--- src/rtl/systolic_ctrl.sv ---
// Sequencer for one DIM x DIM signed matrix multiply on the systolic MAC array:
// flush PE pipelines, clear accumulators, stream skewed operands, return C rows.
module systolic_ctrl #(
   parameter  int BITS_AB = 8,
   parameter  int BITS_C  = 16,
   parameter  int DIM     = 8,
   localparam int W       = $clog2(DIM)
) (
   input  logic                   clk,
   input  logic                   rst,
   input  logic                   start,
   output logic                   busy,
   output logic                   done,
   output logic                   mem_rd_en,
   output logic [W-1:0]           mem_addr,
   input  logic [DIM*BITS_AB-1:0] a_col,
   input  logic [DIM*BITS_AB-1:0] b_row,
   output logic                   sa_en,
   output logic                   sa_wren,
   output logic [W-1:0]           sa_crow,
   output logic [DIM*BITS_AB-1:0] sa_A,
   output logic [DIM*BITS_AB-1:0] sa_B,
   output logic [DIM*BITS_C-1:0]  sa_Cin,
   input  logic [DIM*BITS_C-1:0]  sa_Cout,
   output logic                   c_valid,
   input  logic                   c_ready,
   output logic [W-1:0]           c_row,
   output logic [DIM*BITS_C-1:0]  c_data
);

   localparam int CW = $clog2(3 * DIM);

   typedef enum logic [2:0] {
      S_IDLE,
      S_FLUSH,
      S_CLEAR,
      S_FEED,
      S_READ,
      S_DONE
   } state_t;

   state_t        state;
   state_t        state_nxt;
   logic [CW-1:0] cnt;
   logic [CW-1:0] cnt_nxt;
   logic          feed_on;
   logic          rd_vld_p1;

   logic signed [BITS_AB-1:0] a_in_p1 [DIM];
   logic signed [BITS_AB-1:0] b_in_p1 [DIM];
   logic signed [BITS_AB-1:0] a_skew [DIM];
   logic signed [BITS_AB-1:0] b_skew [DIM];

   always_ff @(posedge clk) begin
      if (rst) begin
         state     <= S_IDLE;
         cnt       <= '0;
         rd_vld_p1 <= 1'b0;
      end else begin
         state     <= state_nxt;
         cnt       <= cnt_nxt;
         rd_vld_p1 <= mem_rd_en;
      end
   end

   always_comb begin
      state_nxt = state;
      cnt_nxt   = cnt + 1'b1;
      busy      = 1'b0;
      done      = 1'b0;
      mem_rd_en = 1'b0;
      mem_addr  = '0;
      sa_en     = 1'b0;
      sa_wren   = 1'b0;
      sa_crow   = '0;
      c_valid   = 1'b0;
      c_row     = '0;
      c_data    = '0;
      feed_on   = 1'b0;
      case (state)
         S_IDLE: begin
            cnt_nxt = '0;
            if (start) state_nxt = S_FLUSH;
         end
         S_FLUSH: begin
            busy  = 1'b1;
            sa_en = 1'b1;
            if (cnt == CW'(DIM - 1)) begin
               state_nxt = S_CLEAR;
               cnt_nxt   = '0;
            end
         end
         S_CLEAR: begin
            busy    = 1'b1;
            sa_wren = 1'b1;
            sa_crow = cnt[W-1:0];
            if (cnt == CW'(DIM - 1)) begin
               state_nxt = S_FEED;
               cnt_nxt   = '0;
            end
         end
         S_FEED: begin
            busy    = 1'b1;
            sa_en   = 1'b1;
            feed_on = 1'b1;
            if (cnt < CW'(DIM)) begin
               mem_rd_en = 1'b1;
               mem_addr  = cnt[W-1:0];
            end
            // The last skewed product reaches PE(DIM-1,DIM-1) at t = 3*DIM-2.
            if (cnt == CW'(3 * DIM - 2)) begin
               state_nxt = S_READ;
               cnt_nxt   = '0;
            end
         end
         S_READ: begin
            busy    = 1'b1;
            sa_crow = cnt[W-1:0];
            c_valid = 1'b1;
            c_row   = cnt[W-1:0];
            c_data  = sa_Cout;
            cnt_nxt = cnt;
            if (c_ready) begin
               if (cnt == CW'(DIM - 1)) begin
                  state_nxt = S_DONE;
                  cnt_nxt   = '0;
               end else begin
                  cnt_nxt = cnt + 1'b1;
               end
            end
         end
         S_DONE: begin
            busy      = 1'b1;
            done      = 1'b1;
            state_nxt = S_IDLE;
            cnt_nxt   = '0;
         end
         default: begin
            state_nxt = S_IDLE;
            cnt_nxt   = '0;
         end
      endcase
   end

   // p1: memory data arrives one cycle after the read strobe; gated to zero otherwise
   always_comb begin
      for (int i = 0; i < DIM; i++) begin
         a_in_p1[i] = rd_vld_p1 ? $signed(a_col[i*BITS_AB +: BITS_AB]) : '0;
         b_in_p1[i] = rd_vld_p1 ? $signed(b_row[i*BITS_AB +: BITS_AB]) : '0;
      end
   end

   // skew: lane i is delayed by i cycles; zeros shifted in while idle drain stale lanes
   for (genvar i = 0; i < DIM; i++) begin : g_lane
      if (i == 0) begin : g_direct
         assign a_skew[i] = a_in_p1[i];
         assign b_skew[i] = b_in_p1[i];
      end else begin : g_delay
         logic signed [BITS_AB-1:0] a_dl [i];
         logic signed [BITS_AB-1:0] b_dl [i];
         always_ff @(posedge clk) begin
            a_dl[0] <= a_in_p1[i];
            b_dl[0] <= b_in_p1[i];
            for (int m = 1; m < i; m++) begin
               a_dl[m] <= a_dl[m-1];
               b_dl[m] <= b_dl[m-1];
            end
         end
         assign a_skew[i] = a_dl[i-1];
         assign b_skew[i] = b_dl[i-1];
      end
   end

   always_comb begin
      sa_A = '0;
      sa_B = '0;
      if (feed_on) begin
         for (int i = 0; i < DIM; i++) begin
            sa_A[i*BITS_AB +: BITS_AB] = a_skew[i];
            sa_B[i*BITS_AB +: BITS_AB] = b_skew[i];
         end
      end
   end

   assign sa_Cin = '0;

endmodule

--- config.mk ---
export PLATFORM = sky130hd
export DESIGN_NAME = systolic_ctrl
export DESIGN_NICKNAME = d
export VERILOG_FILES = /design/src/rtl/systolic_ctrl.sv
export SDC_FILE = /design/constraint.sdc
export NUM_CORES = 1
export LEC_CHECK = 0
export ABC_AREA = 0
export ABC_CLOCK_PERIOD_IN_PS = 1500
export CAP_MARGIN = 20
export CORE_AREA = 2 2 260 262
export DETAILED_ROUTE_END_ITERATION = 12
export DIE_AREA = 0 0 262 264
export GPL_ROUTABILITY_DRIVEN = 0
export PLACE_DENSITY_LB_ADDON = 0.05
export SLEW_MARGIN = 20
export SYNTH_ARGS = -nofsm -noshare
export SYNTH_HDL_FRONTEND = slang
export SYNTH_SLANG_ARGS = --single-unit
--- constraint.sdc ---
create_clock -name clk -period 1.5 [get_ports clk]
set_input_delay 0.225 -clock clk [delete_from_list [all_inputs] [get_ports clk]]
set_output_delay 0.225 -clock clk [all_outputs]
set_load 0.05 [all_outputs]
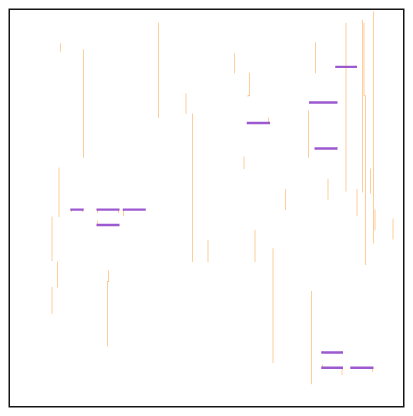
Fig. 1. Metal layers overlaid (run 1).
Drawn at 1.5 px/µm. Only two layers are drawn.
Key: purple = M5 [wire length 146 µm]; orange = M4 [wire length 1320 µm]
total routed wirelength: 52.5 mm
via count: 9084
Wirelength per Cell: 20.1 µm

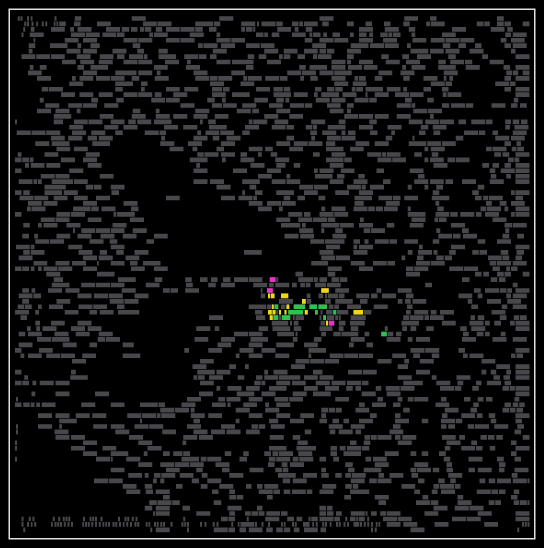
Fig. 2. Gate families picked out (run 1).
Drawn at 2 px/µm.
Key: magenta = xor and xnor cells [cells 3, most used xor2_1]; yellow = nand cells [cells 15, most used nand2_1, where center]; green = aoi and oai cells [cells 11, most used a21oi_1, where center]
fraction of area in multi-input gates: 16.6%
Top cell excl fill/tap: sky130_fd_sc_hd__dfxtp_1

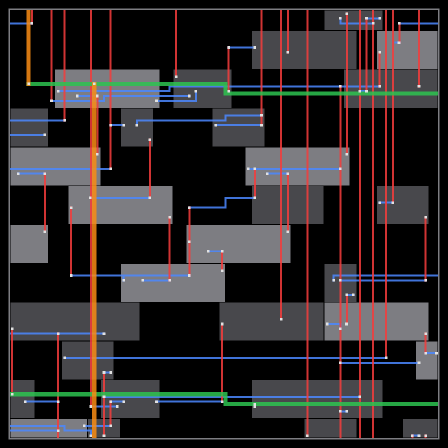
Fig. 3. Close-up of the layout (run 1).
Window x 116 to 146, y 170 to 200 µm. Cells in gray, sequential cells in the stronger gray; small squares are vias.
Key: orange = M4; red = M2; green = M3; blue = M1
Most frequent: dfxtp_1 (9), clkdlybuf4s50_1 (5), and3_4 (4). Sequential cells in the window: 9. Netlist names of flops here include g_lane.g_delay.b_dl (5), g_lane.g_delay.a_dl (4). 28 logic cells have their middle in the window.

==> out/qor.tcl, run 1 <==
set qor(initial_antenna_violation_count) 28
set qor(arithmetic_cell_share_of_the_synthesized_area_counting_full_adders_half_adders_and_majority_gates_pct) 0.191
set qor(power.internal_w) 0.0206
set qor(min_delay_worst_endpoint) {g_lane[4].g_delay.a_dl[0][3]}
set qor(top_level_ports) 659
set qor(fin_tns_setup_ns) -163.04
set qor(cp_data_required_time_ns) 1.27
set qor(dominant_power_group) {clock}
set qor(topCellsByArea) {sky130_fd_sc_hd__dfxtp_1, sky130_fd_sc_hd__and2_1, sky130_fd_sc_hd__buf_4}
set qor(global_route_hottest_layer) {met2}
set qor(tritoncts) {done}
set qor(status) {finished with violations}
set qor(global_route.overflow_total) 0
set qor(finalClockPeriodUsage_pct) 145
set qor(mi_logic_area_um2) 4250
set qor(crit_fanout) 9
set qor(finClkSkew_ns) 0.0245
set qor(design.seq.count) 457
set qor(final.min_clock_period_ns) 2.18
set qor(area.growth.synth_to_final_pct) 95.7
set qor(worst_reg_to_reg_path_cell_count) 7
set qor(critical_path.slowest_cell) {sky130_fd_sc_hd__dfxtp_4}
set qor(endpoint) {c_data[63]}
set qor(most_used_flip_flop_cell) {sky130_fd_sc_hd__dfxtp_1}
set qor(holdCritPathClass) {input pin to flip-flop}
set qor(worst-r2r-setup-slack_ns) -0.18
set qor(clockPowerShare_pct) 47.0
set qor(nWellTaps) 873
set qor(seq-cell-share_pct) 35.8
set qor(setup_viol) 276
set qor(synth_dominant_cell_count) {sky130_fd_sc_hd__dfxtp_1}
set qor(dominant_combinational_cell_family_by_area_after_synthesis) {simple AND/OR/NAND/NOR gates}
set qor(fraction_of_synthesized_cell_area_in_xor_and_xnor_cells_pct) 0.201
set qor(failed_checks) {negative setup slack}
set qor(final_antenna_net_count) 0
set qor(finalWorstSetupSlack_ns) -0.677
set qor(place_hpwl_mm) 40.1
set qor(post_cts_sizing_count) 98
set qor(first_iter_violations) 263
set qor(power.leakage_nw) 10.4
set qor(fp.dieW_um) 262
set qor(max_freq_mhz) 459
set qor(worstSetupStartpoint) {state[1]}
set qor(post_cts.repair.setup_buffers) 23
set qor(hold_viol_final) 0
set qor(chip_area_um2) 69200
Fig. 4: run 1, routing congestion
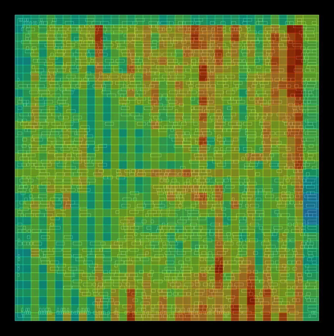

==> run 2: changes to the inputs <==
--- a/config.mk
+++ b/config.mk
@@ -7,9 +7,9 @@
 export LEC_CHECK = 0
 export ABC_AREA = 0
-export ABC_CLOCK_PERIOD_IN_PS = 1500
+export ABC_CLOCK_PERIOD_IN_PS = 2200
 export CAP_MARGIN = 20
-export CORE_AREA = 2 2 260 262
+export CORE_AREA = 2 2 254 256
 export DETAILED_ROUTE_END_ITERATION = 12
-export DIE_AREA = 0 0 262 264
+export DIE_AREA = 0 0 256 258
 export GPL_ROUTABILITY_DRIVEN = 0
 export PLACE_DENSITY_LB_ADDON = 0.05
==> constraint.sdc (replaced) <==
create_clock -name clk -period 2.2 [get_ports clk]
set_input_delay 0.44 -clock clk [delete_from_list [all_inputs] [get_ports clk]]
set_output_delay 0.44 -clock clk [all_outputs]
set_load 0.05 [all_outputs]
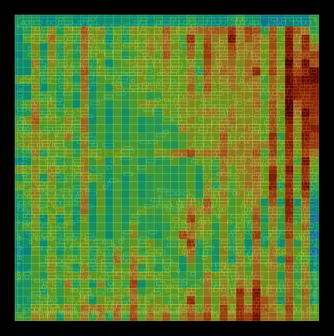
Fig. 5. Routing congestion (run 2).
global route hottest layer: met2
Wirelength per Cell: 21.1 µm

==> out/qor.tcl, run 2 <==
set qor(place_hpwl_mm) 37.9 ;# -5.6%
set qor(finalWorstSetupSlack_ns) -0.179 ;# +0.498 ns
set qor(setup_viol) 247 ;# -11%
set qor(tritoncts) {done}
set qor(area.share.combinational_pct) 16.9 ;# +0.33 points
set qor(post_cts_sizing_count) 318 ;# +220%
set qor(synth_dominant_cell_count) {sky130_fd_sc_hd__dfxtp_1}
set qor(finClkSkew_ns) 0.0116 ;# -0.0129 ns
set qor(cp_data_required_time_ns) 1.76 ;# +0.49 ns
set qor(clockPowerShare_pct) 46.6 ;# -0.4 points
set qor(min_delay_worst_endpoint) {g_lane[7].g_delay.a_dl[4][0]}
set qor(fraction_of_synthesized_cell_area_in_xor_and_xnor_cells_pct) 0.201 ;# unchanged
set qor(worst-r2r-setup-slack_ns) 0.24 ;# +0.42 ns
set qor(final_antenna_net_count) 0 ;# unchanged
set qor(mi_logic_area_um2) 4130 ;# -2.9%
set qor(endpoint) {c_data[118]}
set qor(final.min_clock_period_ns) 2.38
set qor(first_iter_violations) 355 ;# +35%
set qor(fp.dieW_um) 256 ;# -2.3%
set qor(final_layout_top_logic_cell) {sky130_fd_sc_hd__dfxtp_1}
set qor(area.growth.synth_to_final_pct) 86.4
set qor(status) {finished with violations}
set qor(power.leakage_nw) 10.1 ;# -2.4%
set qor(dr_total_vias) 9082 ;# -0.022%
set qor(seq-cell-share_pct) 37.5 ;# +1.7 points
set qor(top_level_ports) 659 ;# unchanged
set qor(worst_reg_to_reg_path_cell_count) 6 ;# -1
set qor(dominant_combinational_cell_family_by_area_after_synthesis) {simple AND/OR/NAND/NOR gates}
set qor(hold_viol_final) 0 ;# unchanged
set qor(power.internal_w) 0.0139 ;# -33%
set qor(crit_fanout) 12 ;# +3
set qor(topCellsByArea) {sky130_fd_sc_hd__dfxtp_1, sky130_fd_sc_hd__and2_1, sky130_fd_sc_hd__buf_4}
set qor(initial_antenna_violation_count) 18 ;# -36%
set qor(failed_checks) {negative setup slack}
set qor(dominant_power_group) {clock}
set qor(nWellTaps) 855 ;# -2.1%
set qor(chip_area_um2) 66000 ;# -4.5%
set qor(post_cts.repair.setup_buffers) 19 ;# -17%
set qor(worstSetupStartpoint) {state[1]}
set qor(max_freq_mhz) 420
set qor(holdCritPathClass) {flip-flop to flip-flop}
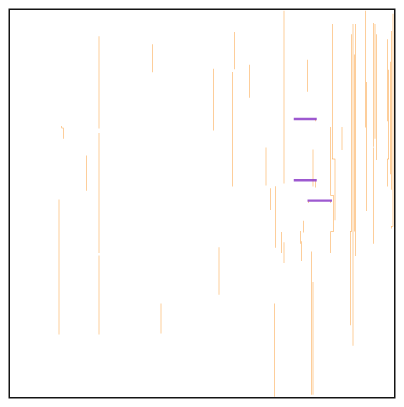
Fig. 6. Metal layers overlaid (run 2).
Drawn at 1.5 px/µm. Only two layers are drawn.
Key: orange = M4 [wire length 2930 µm]; purple = M5 [wire length 42.3 µm]
total routed wirelength: 54.2 mm
total routing resource utilization after global routing: 15.0%

